File: src/rtl/fc_dot_requant.sv
// Int8 fully-connected neuron: streams zero-point-corrected act*wgt beats into a
// biased accumulator, then applies optional ReLU and fixed-point requantization.
module fc_dot_requant #(
  parameter int LANES    = 1,
  parameter int DATA_W   = 8,
  parameter int ACC_W    = 32,
  parameter int LEN_W    = 16,
  parameter int SATURATE = 1
) (
  input  logic                      i_clk,
  input  logic                      i_rst,
  input  logic                      i_cfg_valid,
  input  logic [LEN_W-1:0]          i_cfg_len,
  input  logic [DATA_W-1:0]         i_cfg_in_zp,
  input  logic [DATA_W-1:0]         i_cfg_w_zp,
  input  logic [DATA_W-1:0]         i_cfg_out_zp,
  input  logic [31:0]               i_cfg_qmult,
  input  logic [7:0]                i_cfg_qshift,
  input  logic                      i_cfg_relu,
  input  logic                      i_in_valid,
  output logic                      o_in_ready,
  input  logic [LANES*DATA_W-1:0]   i_act,
  input  logic [LANES*DATA_W-1:0]   i_wgt,
  input  logic [ACC_W-1:0]          i_bias,
  output logic                      o_out_valid,
  input  logic                      i_out_ready,
  output logic [DATA_W-1:0]         o_out_data,
  output logic [ACC_W-1:0]          o_out_acc,
  output logic                      o_cfg_loaded
);

  localparam int DIFF_W = 16;
  localparam int PROD_W = 32;
  localparam logic signed [63:0] OUT_MAX = (64'sd1 <<< (DATA_W - 1)) - 64'sd1;
  localparam logic signed [63:0] OUT_MIN = -(64'sd1 <<< (DATA_W - 1));

  typedef enum logic [2:0] {IDLE, ACC, DRAIN, SUM, SCALE, OUT} state_t;
  state_t state, state_n;

  logic [LEN_W-1:0]  cfg_len;
  logic [DATA_W-1:0] cfg_in_zp, cfg_w_zp, cfg_out_zp;
  logic [31:0]       cfg_qmult;
  logic [7:0]        cfg_qshift;
  logic              cfg_relu;

  logic [LEN_W-1:0]  beat_cnt;
  logic [ACC_W-1:0]  beat_sum;
  logic              bs_valid;
  logic [ACC_W-1:0]  acc;
  logic signed [63:0] p64;
  logic              scale_done;

  logic              cfg_take, accept, first_beat, last_beat;
  logic [LEN_W-1:0]  eff_len;
  logic [DATA_W-1:0] eff_in_zp, eff_w_zp;

  logic signed [DIFF_W-1:0] lane_a, lane_b;
  logic signed [PROD_W-1:0] lane_p;
  logic [ACC_W-1:0]         lane_sum;

  logic [7:0]         ts;
  logic [ACC_W-1:0]   relu_v;
  logic signed [63:0] mul64, shifted, r_full, r_sat;
  logic [DATA_W-1:0]  req_data;

  // A config presented alongside the first beat must already govern that beat.
  always_comb begin
    cfg_take   = (state == IDLE) && i_cfg_valid;
    eff_len    = cfg_take ? i_cfg_len   : cfg_len;
    eff_in_zp  = cfg_take ? i_cfg_in_zp : cfg_in_zp;
    eff_w_zp   = cfg_take ? i_cfg_w_zp  : cfg_w_zp;
    o_in_ready = ((state == IDLE) && o_cfg_loaded) || (state == ACC);
    accept     = i_in_valid && o_in_ready;
    first_beat = accept && (state == IDLE);
    last_beat  = accept && (((state == IDLE) && (eff_len <= LEN_W'(1))) ||
                            ((state == ACC) && (beat_cnt == cfg_len - LEN_W'(1))));
  end

  always_comb begin
    lane_a   = '0;
    lane_b   = '0;
    lane_p   = '0;
    lane_sum = '0;
    for (int unsigned i = 0; i < LANES; i++) begin
      lane_a   = DIFF_W'($signed(i_act[i*DATA_W +: DATA_W])) - DIFF_W'($signed(eff_in_zp));
      lane_b   = DIFF_W'($signed(i_wgt[i*DATA_W +: DATA_W])) - DIFF_W'($signed(eff_w_zp));
      lane_p   = PROD_W'(lane_a) * PROD_W'(lane_b);
      lane_sum = lane_sum + ACC_W'(lane_p);
    end
  end

  // ts = 31 - qshift; the 8-bit modular difference equals ts across its legal range.
  always_comb begin
    ts      = 8'd31 - cfg_qshift;
    relu_v  = (cfg_relu && acc[ACC_W-1]) ? '0 : acc;
    mul64   = 64'($signed(relu_v)) * 64'($signed(cfg_qmult)) + (64'sd1 <<< (ts - 8'd1));
    shifted = p64 >>> ts;
    r_full  = shifted + 64'($signed(cfg_out_zp));
    r_sat   = r_full;
    if (SATURATE != 0) begin
      if (r_full > OUT_MAX)      r_sat = OUT_MAX;
      else if (r_full < OUT_MIN) r_sat = OUT_MIN;
    end
    req_data = DATA_W'(r_sat);
  end

  always_comb begin
    state_n = state;
    case (state)
      IDLE:    if (first_beat) state_n = last_beat ? DRAIN : ACC;
      ACC:     if (last_beat) state_n = DRAIN;
      DRAIN:   state_n = SUM;
      SUM:     state_n = SCALE;
      SCALE:   if (scale_done) state_n = OUT;
      OUT:     if (i_out_ready) state_n = IDLE;
      default: state_n = IDLE;
    endcase
  end

  always_ff @(posedge i_clk or posedge i_rst) begin
    if (i_rst) begin
      state        <= IDLE;
      cfg_len      <= '0;
      cfg_in_zp    <= '0;
      cfg_w_zp     <= '0;
      cfg_out_zp   <= '0;
      cfg_qmult    <= '0;
      cfg_qshift   <= '0;
      cfg_relu     <= 1'b0;
      o_cfg_loaded <= 1'b0;
      beat_cnt     <= '0;
      beat_sum     <= '0;
      bs_valid     <= 1'b0;
      acc          <= '0;
      p64          <= '0;
      scale_done   <= 1'b0;
      o_out_valid  <= 1'b0;
      o_out_data   <= '0;
      o_out_acc    <= '0;
    end else begin
      state <= state_n;

      if (cfg_take) begin
        cfg_len      <= i_cfg_len;
        cfg_in_zp    <= i_cfg_in_zp;
        cfg_w_zp     <= i_cfg_w_zp;
        cfg_out_zp   <= i_cfg_out_zp;
        cfg_qmult    <= i_cfg_qmult;
        cfg_qshift   <= i_cfg_qshift;
        cfg_relu     <= i_cfg_relu;
        o_cfg_loaded <= (i_cfg_len != '0);
      end

      bs_valid <= accept;
      if (accept) beat_sum <= lane_sum;

      // Beat sums trail acceptance by one cycle, so acc lags the beat stream by two.
      if (first_beat) begin
        acc      <= i_bias;
        beat_cnt <= LEN_W'(1);
      end else begin
        if (bs_valid) acc <= acc + beat_sum;
        if (accept) beat_cnt <= beat_cnt + LEN_W'(1);
      end

      if (state == SCALE) begin
        if (!scale_done) begin
          p64        <= mul64;
          scale_done <= 1'b1;
        end else begin
          scale_done  <= 1'b0;
          o_out_valid <= 1'b1;
          o_out_data  <= req_data;
          o_out_acc   <= acc;
        end
      end

      if ((state == OUT) && i_out_ready) o_out_valid <= 1'b0;
    end
  end

endmodule

File: config.mk
export PLATFORM = sky130hd
export DESIGN_NAME = fc_dot_requant
export DESIGN_NICKNAME = d
export VERILOG_FILES = /design/src/rtl/fc_dot_requant.sv
export SDC_FILE = /design/constraint.sdc
export NUM_CORES = 2
export LEC_CHECK = 0
export ABC_AREA = 1
export CORE_MARGIN = 2
export CORE_UTILIZATION = 35
export CTS_BUF_LIST = sky130_fd_sc_hd__clkbuf_16
export DETAILED_ROUTE_END_ITERATION = 10
export GPL_TIMING_DRIVEN = 0
export HOLD_SLACK_MARGIN = 0.06
export PLACE_DENSITY = 0.61
export RECOVER_POWER = 50
export SLEW_MARGIN = 20
export SYNTH_ARGS = -nofsm -noshare
export SYNTH_HDL_FRONTEND = slang
export SYNTH_SLANG_ARGS = --single-unit
File: constraint.sdc
create_clock -name i_clk -period 10 [get_ports i_clk]
set_input_delay 1.5 -clock i_clk [delete_from_list [all_inputs] [get_ports i_clk]]
set_output_delay 1.5 -clock i_clk [all_outputs]
set_load 0.01 [all_outputs]
### Met4 routing

The bar under the picture is 100 um long. Supply wires on this layer in gray.
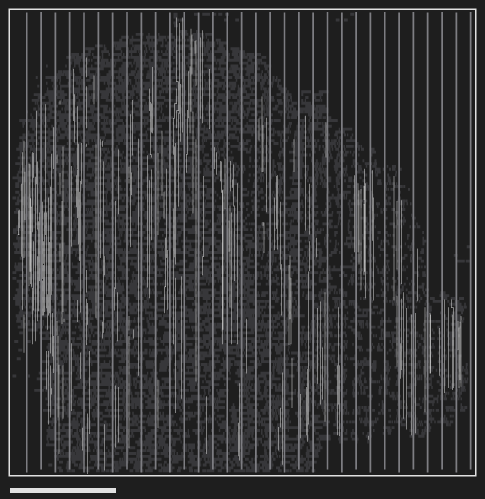
- main direction: vertical
- wire length on this layer: 14500 um

### Metal 1

Supply wires on this layer in gray.
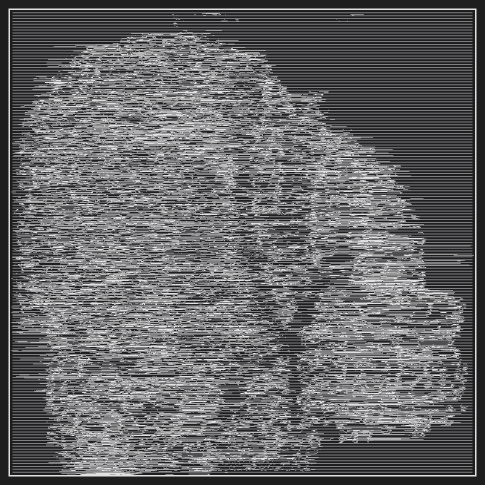
- wire length on this layer: 112 mm
- nets with wire on the layer: 10243
- main direction: horizontal

==> deck_impl_summary.md <==
Run Summary

Floorplanning
  – Die Ht: 441 um
  – Core Region: 190000 sq um
  – Tap Cells: 2511

Critical path
  – Origin of the critical flop-to-flop path: cfg_qshift[4]
  – Worst path arrival time: 10040 ps
  – Crit path launch: cfg_qshift[4]
  – RR Endpoint: p64[42]
  – CP Class: register to register

Status
  – Status: finished, violations left
  – Failing checks: capacitance limit, slew limit

CTS
  – PostCTS Resize Cnt: 16
  – Maximum root-to-sink buffer count: 3
  – Clock Sinks: 258
  – Root buf cell: clkbuf_16
  – Total CTS buffers: 35

Synth
  – Post-Syn Area per Cell: 7.47 sq um
  – Main area contributors after synthesis: fa_1 (39%), nand2_1 (14%), inv_1 (11%)
  – Post-synth EDFFs: 0
  – Cell taking the most area after synthesis: fa_1
  – Post-synth top cells: nand2_1 (2497), inv_1 (1978), fa_1 (1284)
  – Simple share: 21.5%
  – Async set-reset flop share out of synthesis: 100%

Timing
  – Max Clock Skew: 27.8 ps
  – Setup slack after layout: 445 ps
  – Slew Viols, Final: 263

Cells and area
  – Layout cells sized above 1: 3.32%
  – Max reg flops: 64
  – Comb area share: 70.7%
  – Synth-to-layout area growth: 10.1%
  – Flop count: 258
  – Diode count: 2
  – Comb gates: 6364
  – Final core occ: 38.7%
  – # clk buffers: 35
  – Top logic cell by instance count in the layout: nand2_1
  – Largest Register: p64

Min path
  – Worst Hold Path EP: p64[57]
  – Worst Min Path Start: p64[57]

Detailed routing
  – Met2 WL: 117000 um
  – Initial DRT Pass Iterations: 6
  – Routed len/inst: 22.5 um
  – DRC Markers: 0
  – Antenna-violating nets left: 0

Global routing
  – Total GRT Usage: 27.3%
  – Largest net degree at the start of global routing: 96
  – First-pass GRT wire length: 393000 um
  – Met3 Use GR: 4.51%

Flow run
  – Max Cap Violations: 3
  – Tool warning count: 30

Placement
  – Pre-CTS setup slack: -932 ps
  – GPL Wtd Cong: 0.987
  – Hpwl dp: 228000 um
  – Dpl cells: 11600
